<file path="src/rtl/mem_port_arbiter.sv">
// mem_port_arbiter
//
// Owns the single memory port and decides, cycle by cycle, who drives it.
// After reset the host loader has the port to itself (BOOT) while the core
// is held idle. Once the host signals host_done, the port goes quiet for
// SETTLE_CYCLES cycles (SETTLE). After that the core is released (RUN) and
// the core and host share the port. The core normally wins, but the host
// is guaranteed an access after STARVE_LIMIT consecutive denied cycles.
//
// Ports:
//   clk, reset            - single clock, synchronous active-high reset
//   host_req/we/addr/din  - host (loader/debug) access request
//   host_done             - boot load complete (only acted on in BOOT)
//   core_req/we/addr/din  - core fetcher access request
//   host_grant/core_grant - access performed this cycle (combinational)
//   host_rvalid/core_rvalid - memory dout holds that requester's read data
//   mem_we/addr/din       - memory port, driven by the granted requester
//   core_run              - core released, fetcher may operate
module mem_port_arbiter #(
  parameter int ADDR_WIDTH    = 16,
  parameter int DATA_WIDTH    = 8,
  parameter int SETTLE_CYCLES = 2,
  parameter int STARVE_LIMIT  = 4
) (
  input  logic                  clk,
  input  logic                  reset,
  input  logic                  host_req,
  input  logic                  host_we,
  input  logic [ADDR_WIDTH-1:0] host_addr,
  input  logic [DATA_WIDTH-1:0] host_din,
  input  logic                  host_done,
  input  logic                  core_req,
  input  logic                  core_we,
  input  logic [ADDR_WIDTH-1:0] core_addr,
  input  logic [DATA_WIDTH-1:0] core_din,
  output logic                  host_grant,
  output logic                  core_grant,
  output logic                  host_rvalid,
  output logic                  core_rvalid,
  output logic                  mem_we,
  output logic [ADDR_WIDTH-1:0] mem_addr,
  output logic [DATA_WIDTH-1:0] mem_din,
  output logic                  core_run
);

  typedef enum logic [1:0] {
    BOOT   = 2'd0,
    SETTLE = 2'd1,
    RUN    = 2'd2
  } state_t;

  localparam logic [3:0] SETTLE_LOAD = 4'(SETTLE_CYCLES - 1);
  localparam logic [3:0] STARVE_MAX  = 4'(STARVE_LIMIT);

  state_t     state;
  state_t     next_state;
  logic [3:0] settle_cnt;
  logic [3:0] settle_next;
  logic [3:0] starve_cnt;
  logic [3:0] starve_next;

  // State register. core_run is registered from the next state so it is
  // high exactly in RUN cycles without a combinational path from state.
  always_ff @(posedge clk) begin
    if (reset) begin
      state       <= BOOT;
      settle_cnt  <= 4'd0;
      starve_cnt  <= 4'd0;
      core_run    <= 1'b0;
      host_rvalid <= 1'b0;
      core_rvalid <= 1'b0;
    end else begin
      state       <= next_state;
      settle_cnt  <= settle_next;
      starve_cnt  <= starve_next;
      core_run    <= (next_state == RUN);
      host_rvalid <= host_grant && !host_we;
      core_rvalid <= core_grant && !core_we;
    end
  end

  // Next-state and grant decision. The settle counter is loaded on the
  // BOOT->SETTLE transition so that SETTLE lasts exactly SETTLE_CYCLES.
  // In RUN the core has priority unless the host has been denied
  // STARVE_LIMIT cycles in a row.
  always_comb begin
    next_state  = state;
    settle_next = settle_cnt;
    host_grant  = 1'b0;
    core_grant  = 1'b0;
    case (state)
      BOOT: begin
        host_grant = host_req;
        if (host_done) begin
          next_state  = SETTLE;
          settle_next = SETTLE_LOAD;
        end
      end
      SETTLE: begin
        if (settle_cnt == 4'd0) begin
          next_state = RUN;
        end else begin
          settle_next = settle_cnt - 4'd1;
        end
      end
      RUN: begin
        if (host_req && core_req) begin
          if (starve_cnt == STARVE_MAX) begin
            host_grant = 1'b1;
          end else begin
            core_grant = 1'b1;
          end
        end else begin
          host_grant = host_req;
          core_grant = core_req;
        end
      end
      default: begin
        next_state = BOOT;
      end
    endcase
  end

  // Starvation counter: counts consecutive RUN cycles where the host asked
  // and lost; any other cycle (or any cycle outside RUN) clears it.
  always_comb begin
    starve_next = 4'd0;
    if ((state == RUN) && host_req && !host_grant) begin
      if (starve_cnt == STARVE_MAX) begin
        starve_next = starve_cnt;
      end else begin
        starve_next = starve_cnt + 4'd1;
      end
    end
  end

  // Port mux: the winner drives the memory; an idle port is all zeros so
  // mem_we can never be high without a grant.
  always_comb begin
    mem_we   = 1'b0;
    mem_addr = '0;
    mem_din  = '0;
    if (host_grant) begin
      mem_we   = host_we;
      mem_addr = host_addr;
      mem_din  = host_din;
    end else if (core_grant) begin
      mem_we   = core_we;
      mem_addr = core_addr;
      mem_din  = core_din;
    end
  end

endmodule

</file>
<file path="config.mk">
export PLATFORM = sky130hd
export DESIGN_NAME = mem_port_arbiter
export DESIGN_NICKNAME = d
export VERILOG_FILES = /design/src/rtl/mem_port_arbiter.sv
export SDC_FILE = /design/constraint.sdc
export NUM_CORES = 1
export LEC_CHECK = 0
export CAP_MARGIN = 20
export CELL_PAD_IN_SITES_DETAIL_PLACEMENT = 2
export CELL_PAD_IN_SITES_GLOBAL_PLACEMENT = 2
export CORE_MARGIN = 1
export CORE_UTILIZATION = 16
export DETAILED_ROUTE_END_ITERATION = 10
export PLACE_DENSITY = 0.95
export SYNTH_ARGS = -nofsm -noshare
export SYNTH_HDL_FRONTEND = slang
export SYNTH_SLANG_ARGS = --single-unit
</file>
<file path="constraint.sdc">
create_clock -name clk -period 4.7 [get_ports clk]
set_input_delay 0.705 -clock clk [delete_from_list [all_inputs] [get_ports clk]]
set_output_delay 0.705 -clock clk [all_outputs]
set_load 0.02 [all_outputs]
</file>
==> run_1/density.png <==
The die is cut into 8 by 8 equal tiles; white is low, dark blue is high, 0 to 100% covered.
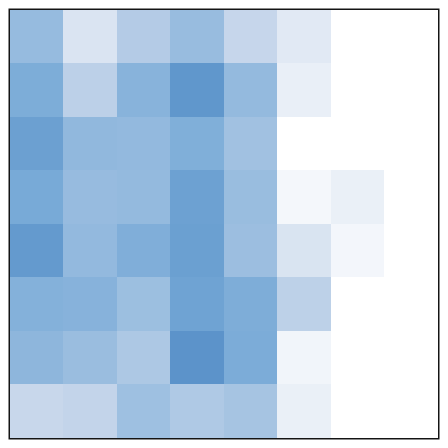
densest ninth of the die	middle left
fullest tile	59%
nearly empty tiles	23%
placeable core region: 6060 µm²
final design utilization: 32.7%
Initial Util: 17.1%

==> run_1/final_placement.png <==
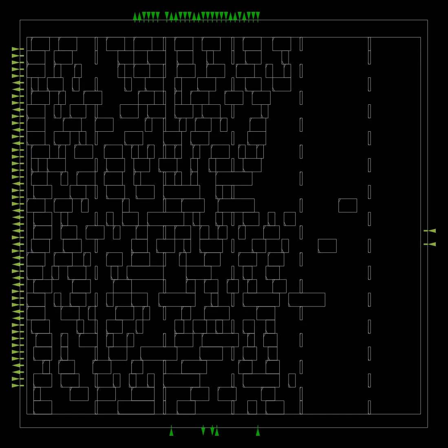
inserted tap cell count: 75
flip-flops: 13
Seq area share: 13.1%
FP Rows: 28

==> run_1/met2.png <==
Cells faint in the background.
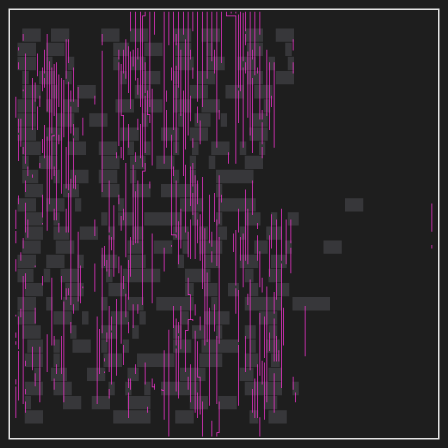
share of all routed wire	51%
main direction	vertical
Total Wirelength: 4.76 mm
detailed-route via count: 1,403
met2 layer usage reported by global route: 26.4%

## run 1: power breakdown
group | internal (W) | switching (W) | leakage, nW
Clock | 0.0000586 | 0.0000440 | 0.0255
Combinational | 0.000161 | 0.000180 | 0.704
Sequential | 0.000126 | 0.0000135 | 0.106
Total | 0.000346 | 0.000237 | 0.835
## run 1: state kept, by name, indices dropped and copies added (netlist names)
register and cells:
core_run 1, core_rvalid 1, host_rvalid 1, settle_cnt 4
starve_cnt 4, state 2
## run 1: area by class of cell
cell class | instances | area (µm²) | share of cell area (%)
multi-input combinational | 93 | 601 | 30.3
inverter | 32 | 120 | 6.06
sequential | 13 | 260 | 13.1
clock inverter | 1 | 5.00 | 0.253
clock buffer | 3 | 41.3 | 2.08
tap | 75 | 93.8 | 4.73
timing repair buffer | 87 | 861 | 43.4
==> results.txt, run 1 <==
Quick summary of the implementation run below.

The flow ran to the end, and the final reports show no timing, DRC or antenna violations. The flop and latch count out of synthesis came out at 13. In this run the clock root is driven by a sky130_fd_sc_hd__clkbuf_8. The number of design rule violations left after detail routing is 0. The count of buffers added by post-CTS timing repair for setup came out at 0.

The category of the most critical setup path is in2out. In this run, the synthesized area fraction spent on xor and xnor cells is recorded as 0.847%. The clock net in this run drives a total of 13 sinks. The time the final worst path needs with I/O delays and setup is about 3.5 ns. The setup slack of the worst register-to-register path came out at 2.88 ns.

The cell type with the highest aggregate area in the netlist is sky130_fd_sc_hd__dfxtp_1. The initial antenna violation count was 0. Counting flops with a built-in enable in the synthesized netlist gives 0. The worst setup path is captured at an output port. The final worst hold slack came out at ~0.50 ns.

The die area came out at about 6800 µm². The weighted congestion at the end of routability-driven global placement is 0.704. At the worst endpoint, the arrival time is 2.81 ns. The most common cell in the synthesized netlist is sky130_fd_sc_hd__inv_1. The cell depth of the worst flop-to-flop path came out at 5. Per the OpenROAD power report, leakage power amounts to 0.835 nW.

The number of logged tool warnings is 28. The summed instance area of the synthesized netlist is 1030 µm². The worst setup margin is 1.19 ns.

In this run the tool buffered the top-level ports with 84 buffer cells. The worst register-to-register path begins at state[0]. The number of cells traversed by the worst hold path came out at 2. The power density normalized to cell area came out at 294 nW/µm². The cell area after placement came out at between 1500 and 2000 µm². The detailed-route wire length on metal 1 came out at 1.98 mm. For this run, the leading register cell type out of synthesis is sky130_fd_sc_hd__dfxtp_1. The distinct cell type count of the synthesized netlist is 24. Per STA, the startpoint of the critical path is host_req. In the layout the commonest cells are 84 x sky130_fd_sc_hd__clkdlybuf4s50_1, 32 x sky130_fd_sc_hd__inv_1, 26 x sky130_fd_sc_hd__nand2_1, 25 x sky130_fd_sc_hd__o32ai_1, 13 x sky130_fd_sc_hd__dfxtp_1. The post-synthesis share of cell area spent on and, or, nand and nor gates came out at 21.9%.

The highest metal layer with signal wires is met3. 85 I/O pins were placed. Per the CTS log, the maximum H-tree level is 1. The wire length of the first global-routing pass came out at 7.55 mm.
==> run_1/met1.png <==
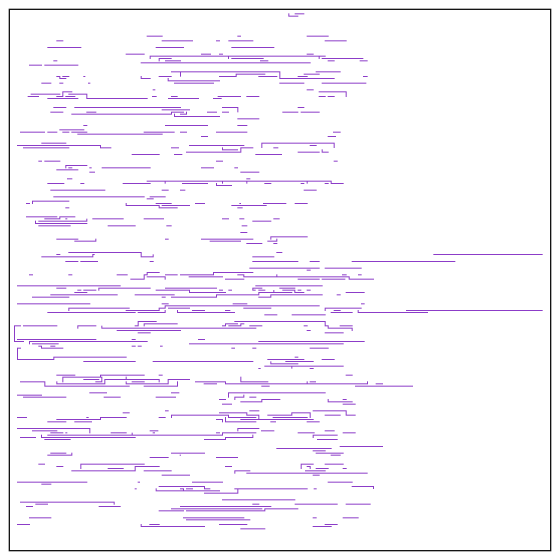

## Run 2: what changed since run 1
CORE_UTILIZATION = 15   (was 16)
PLACE_DENSITY = 0.92   (was 0.95)
clock period = 3.5 ns   (was 4.7 ns; I/O delays follow)
==> run_2/met1.png <==
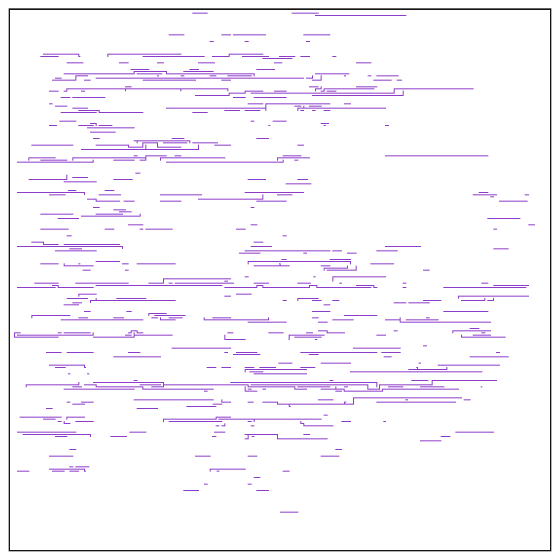
main direction	horizontal
share of all routed wire	40%
nets with wire on the layer	241
wire length on this layer	1,840 µm
detailed-route via count: 1,397
fraction of met1 tracks used by global routing: 14.9%
Total Wirelength: 4.57 mm

==> run_2/registers.png <==
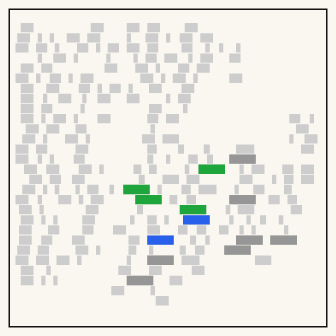
color	name in the netlist	flops
blue	state	2
green	settle_cnt	4
not colored	7
total sequential power: 0.000194 W
Seq area share: 13.1%
final design utilization: 30.6%
Seq. cell area: 260 µm²

==> run_2/met2.png <==
Cells faint in the background.
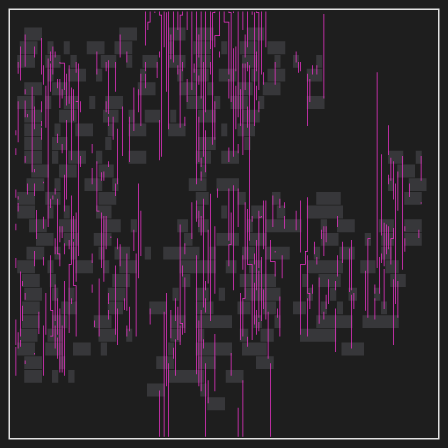
share of all routed wire	52%
nets with wire on the layer	260
wire length on this layer	2,380 µm
met2 layer usage reported by global route: 25.7%

==> results.txt, run 2 <==
Quick summary of the implementation run below.

The run finished, with violations left. The checks that failed: design-rule violations. The fraction of power consumed by the clock network is 17.4%. The category of the most critical setup path is in2out. The cell area after placement came out at ~1900 µm².

The initial core utilization is 15.9%. The number of logged tool warnings came out at 28. Looking at the clock tree report, the root buffer type is sky130_fd_sc_hd__clkbuf_8. The timing report gives the worst reg2reg path a setup slack of 1.57 ns. The count of port buffers added during placement came out at 84. Tracing the worst setup path back leads to its startpoint at host_req. The net switching power figure came out at ~0.00031 W. The H-tree depth came out at 1. In the routed design, unresolved DRC markers number 1. The power density normalized to cell area came out at roughly 390 nW/µm².

The number of flops mapped to enable cells by yosys is 0. The first global-routing pass estimated 7.71 mm of wire. The synthesis report names the predominant flop master as sky130_fd_sc_hd__dfxtp_1. The distinct cell type count of the synthesized netlist came out at 24. In the per-layer summary, the met1 wirelength comes to between 1.5 and 2 mm. The largest registers in the layout are settle_cnt: 4 flops, starve_cnt: 4 flops, state: 2 flops.

For the finished layout, the period the worst path requires is 3.18 ns. The part of the total power dissipated in sequential elements came out at between 20% and 30%. The startpoint identified for the worst register-to-register timing path is starve_cnt[0]. The final worst hold slack came out at 0.461 ns. Ranking logic cells in the layout by count gives the top entries 84 x sky130_fd_sc_hd__clkdlybuf4s50_1, 32 x sky130_fd_sc_hd__inv_1, 26 x sky130_fd_sc_hd__nand2_1, 25 x sky130_fd_sc_hd__o32ai_1, 13 x sky130_fd_sc_hd__dfxtp_1. The summed instance area of the synthesized netlist is ~1000 µm².

The number of clock sinks came to 13. The cell depth of the worst flop-to-flop path is 5. The cell type that accounts for the most area after synthesis is sky130_fd_sc_hd__dfxtp_1. According to the timing report, the arrival time at the worst endpoint equals roughly 2.7 ns.

The number of cell rows is 29. The number of cells traversed by the worst hold path came out at 1. STA classifies the critical path endpoint as an output port. The analysis attributes to cell leakage a power of 0.837 nW. The switching fraction of total power is between 30% and 40%. The group that draws the most power in this run is combinational logic. Pin placement for this block handled between 80 and 90 I/O pins.
## run 2: logic make-up (layout without fill, tap and decap cells)
| kind of cell | after synthesis | count (layout) | synth area share, % |
|---|---|---|---|
| mux | 2 | 2 | 1.94 |
| xor+xnor | 1 | 1 | 0.848 |
| fa+ha+maj | 4 | 4 | 4.84 |
| simple gates | 49 | 49 | 21.9 |
| compound gates | 37 | 37 | 28.2 |
| flops | 13 | 13 | 25.2 |
| buf+inv | 45 | 124 | 17.1 |
## run 2: layout make-up
cell class / instances / area [µm²] / area share, %
repair buffers: 88 / 868 / 43.6
flip-flops and latches: 13 / 260 / 13.1
well taps: 77 / 96.3 / 4.84
inverters: 32 / 120 / 6.03
multi-input cells: 93 / 601 / 30.2
clock buffers: 4 / 45.0 / 2.26
## Run 3: what changed since run 2
HOLD_SLACK_MARGIN = 0.15   (was unset)
==> run_3/met2.png <==
Cells faint in the background.
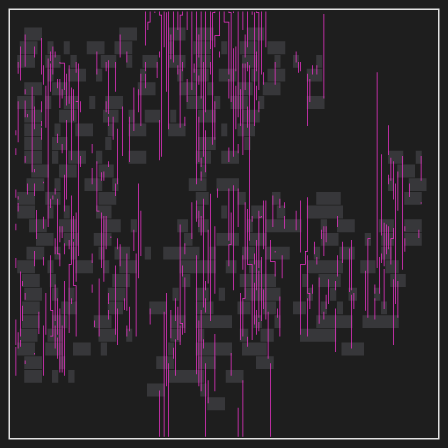
wire length on this layer	2,380 µm
main direction	vertical
share of all routed wire	52%

==> run_3/met1.png <==
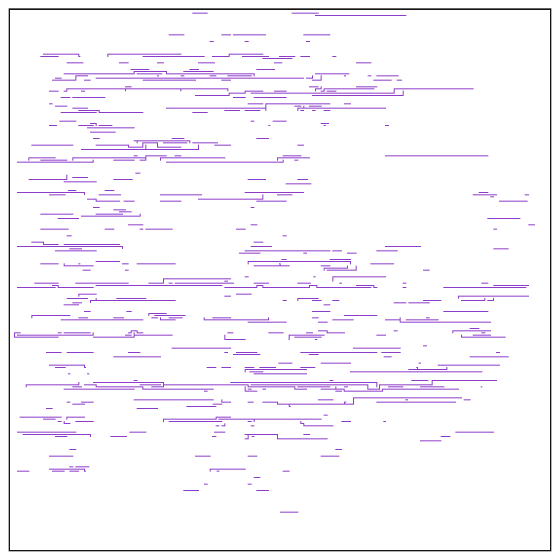
nets with wire on the layer	241
wire length on this layer	1,840 µm
share of all routed wire	40%

==> results.txt, run 3 <==
Quick summary of the implementation run below.

The multiplexer area fraction after synthesis came out at 1.94%. The distinct cell type count of the synthesized netlist is 24. The net switching power figure came out at 0.000310 W. 85 I/O pins were placed.

After layout the signal buffers, clock cells excluded, come to 43.6% of cell area. The number of multi-input combinational cells came out at 93. Looking at the group totals, the largest power group turns out to be combinational logic. The cell area after placement came out at 1940 µm². The cell area that synthesis handed to floorplanning was between 1000 and 1500 µm². For this run the top cell type by instance count after synthesis was sky130_fd_sc_hd__inv_1. In the final design, more cell area goes to buffers than to any other class. The initial antenna violation count is 0.

The part of the total power dissipated in sequential elements came out at 25.0%. The worst setup margin is 0.324 ns. The inverter count came out at 32.

The detailed-route wire length on metal 1 is 1.84 mm. The main combinational cell family by area after synthesis is AND-OR/OR-AND gates. The registers reported with the highest flop counts are settle_cnt: 4 flops, starve_cnt: 4 flops, state: 2 flops. The fraction of power consumed by the clock network is roughly 17%.

The stage logs contain a warning count of 28. The cell sitting at the root of the clock tree is a sky130_fd_sc_hd__clkbuf_8. The reported combinational group power is 0.000446 W. On the final layout, the worst hold slack is around 0.46 ns. For this run, design rule violations remaining after detail routing come to 1. The clock network power came out at between 0.0001 and 0.00015 W. Per the layout area report, the sequential fraction of cell area is roughly an eighth. The CTS sink count is 13. The detailed router used layers up to and including met4. The area fraction in full adders, half adders and majority gates came out at 4.84%.

The routed design could run at a clock period as short as 3.18 ns. The synthesized design spends more area on one cell type than any other, namely sky130_fd_sc_hd__dfxtp_1. STA classifies the critical path endpoint as an output port.

The flow ran to the end, but the final reports show violations. The library cells used most frequently in the layout, excluding fill and tap cells, are 84 x sky130_fd_sc_hd__clkdlybuf4s50_1, 32 x sky130_fd_sc_hd__inv_1, 26 x sky130_fd_sc_hd__nand2_1, 25 x sky130_fd_sc_hd__o32ai_1, 13 x sky130_fd_sc_hd__dfxtp_1. Per the detailed-route log, wirelength across all metal layers totals 4.57 mm. For met1 alone, demand over resource in global routing was 14.9%.

The checks that failed: design-rule violations. Among all flip-flop cells after synthesis, the most frequent one is sky130_fd_sc_hd__dfxtp_1. Yosys mapped a number of flops with a built-in enable equal to 0. In this run the number of H-tree levels came out at 1. Per the synthesis report, the simple-gate share of the synthesized area is 21.9%. The number of cell rows came out at 29. The internal cell power came out at 0.000465 W. Across the whole layout, multi-input logic makes up 30.2% of the cell area. Per the breakdown, switching nets consume between 30% and 40% of all power.
==> run_3/final_placement.png <==
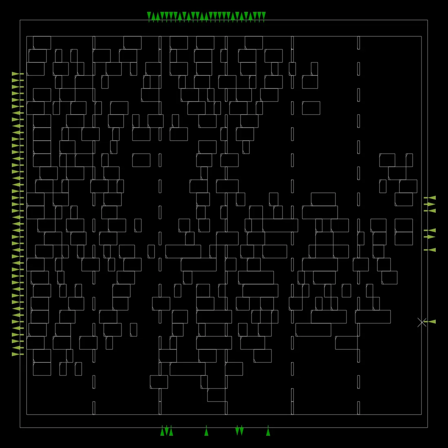
Filler cells: 755
inserted tap cell count: 77
placeable core region: 6490 µm²

==> run 3: cell counts after synthesis <==
No cell type changed its count.
==> run 3: worst max-delay path, cell delays in order <==
cell and delay, ns:
sky130_fd_sc_hd__clkdlybuf4s50_1 0.51, sky130_fd_sc_hd__a21o_1 0.73, sky130_fd_sc_hd__o32ai_1 0.26, sky130_fd_sc_hd__clkdlybuf4s50_1 0.60
==> run 3: path summary, 6_finish.rpt <==
| check | cells after the start | to | start | slack [ns] |
|---|---|---|---|---|
| worst max-delay path | 4 | mem_addr[7] | host_req | 0.32 |
| worst min-delay path | 1 | starve_cnt[0] | starve_cnt[0] | 0.46 |
| worst max register to register | 5 | core_rvalid | starve_cnt[0] | 1.57 |
| worst min register to register | 1 | starve_cnt[0] | starve_cnt[0] | 0.46 |
Power figures rest on the tool's default switching activity, not on a simulated workload.
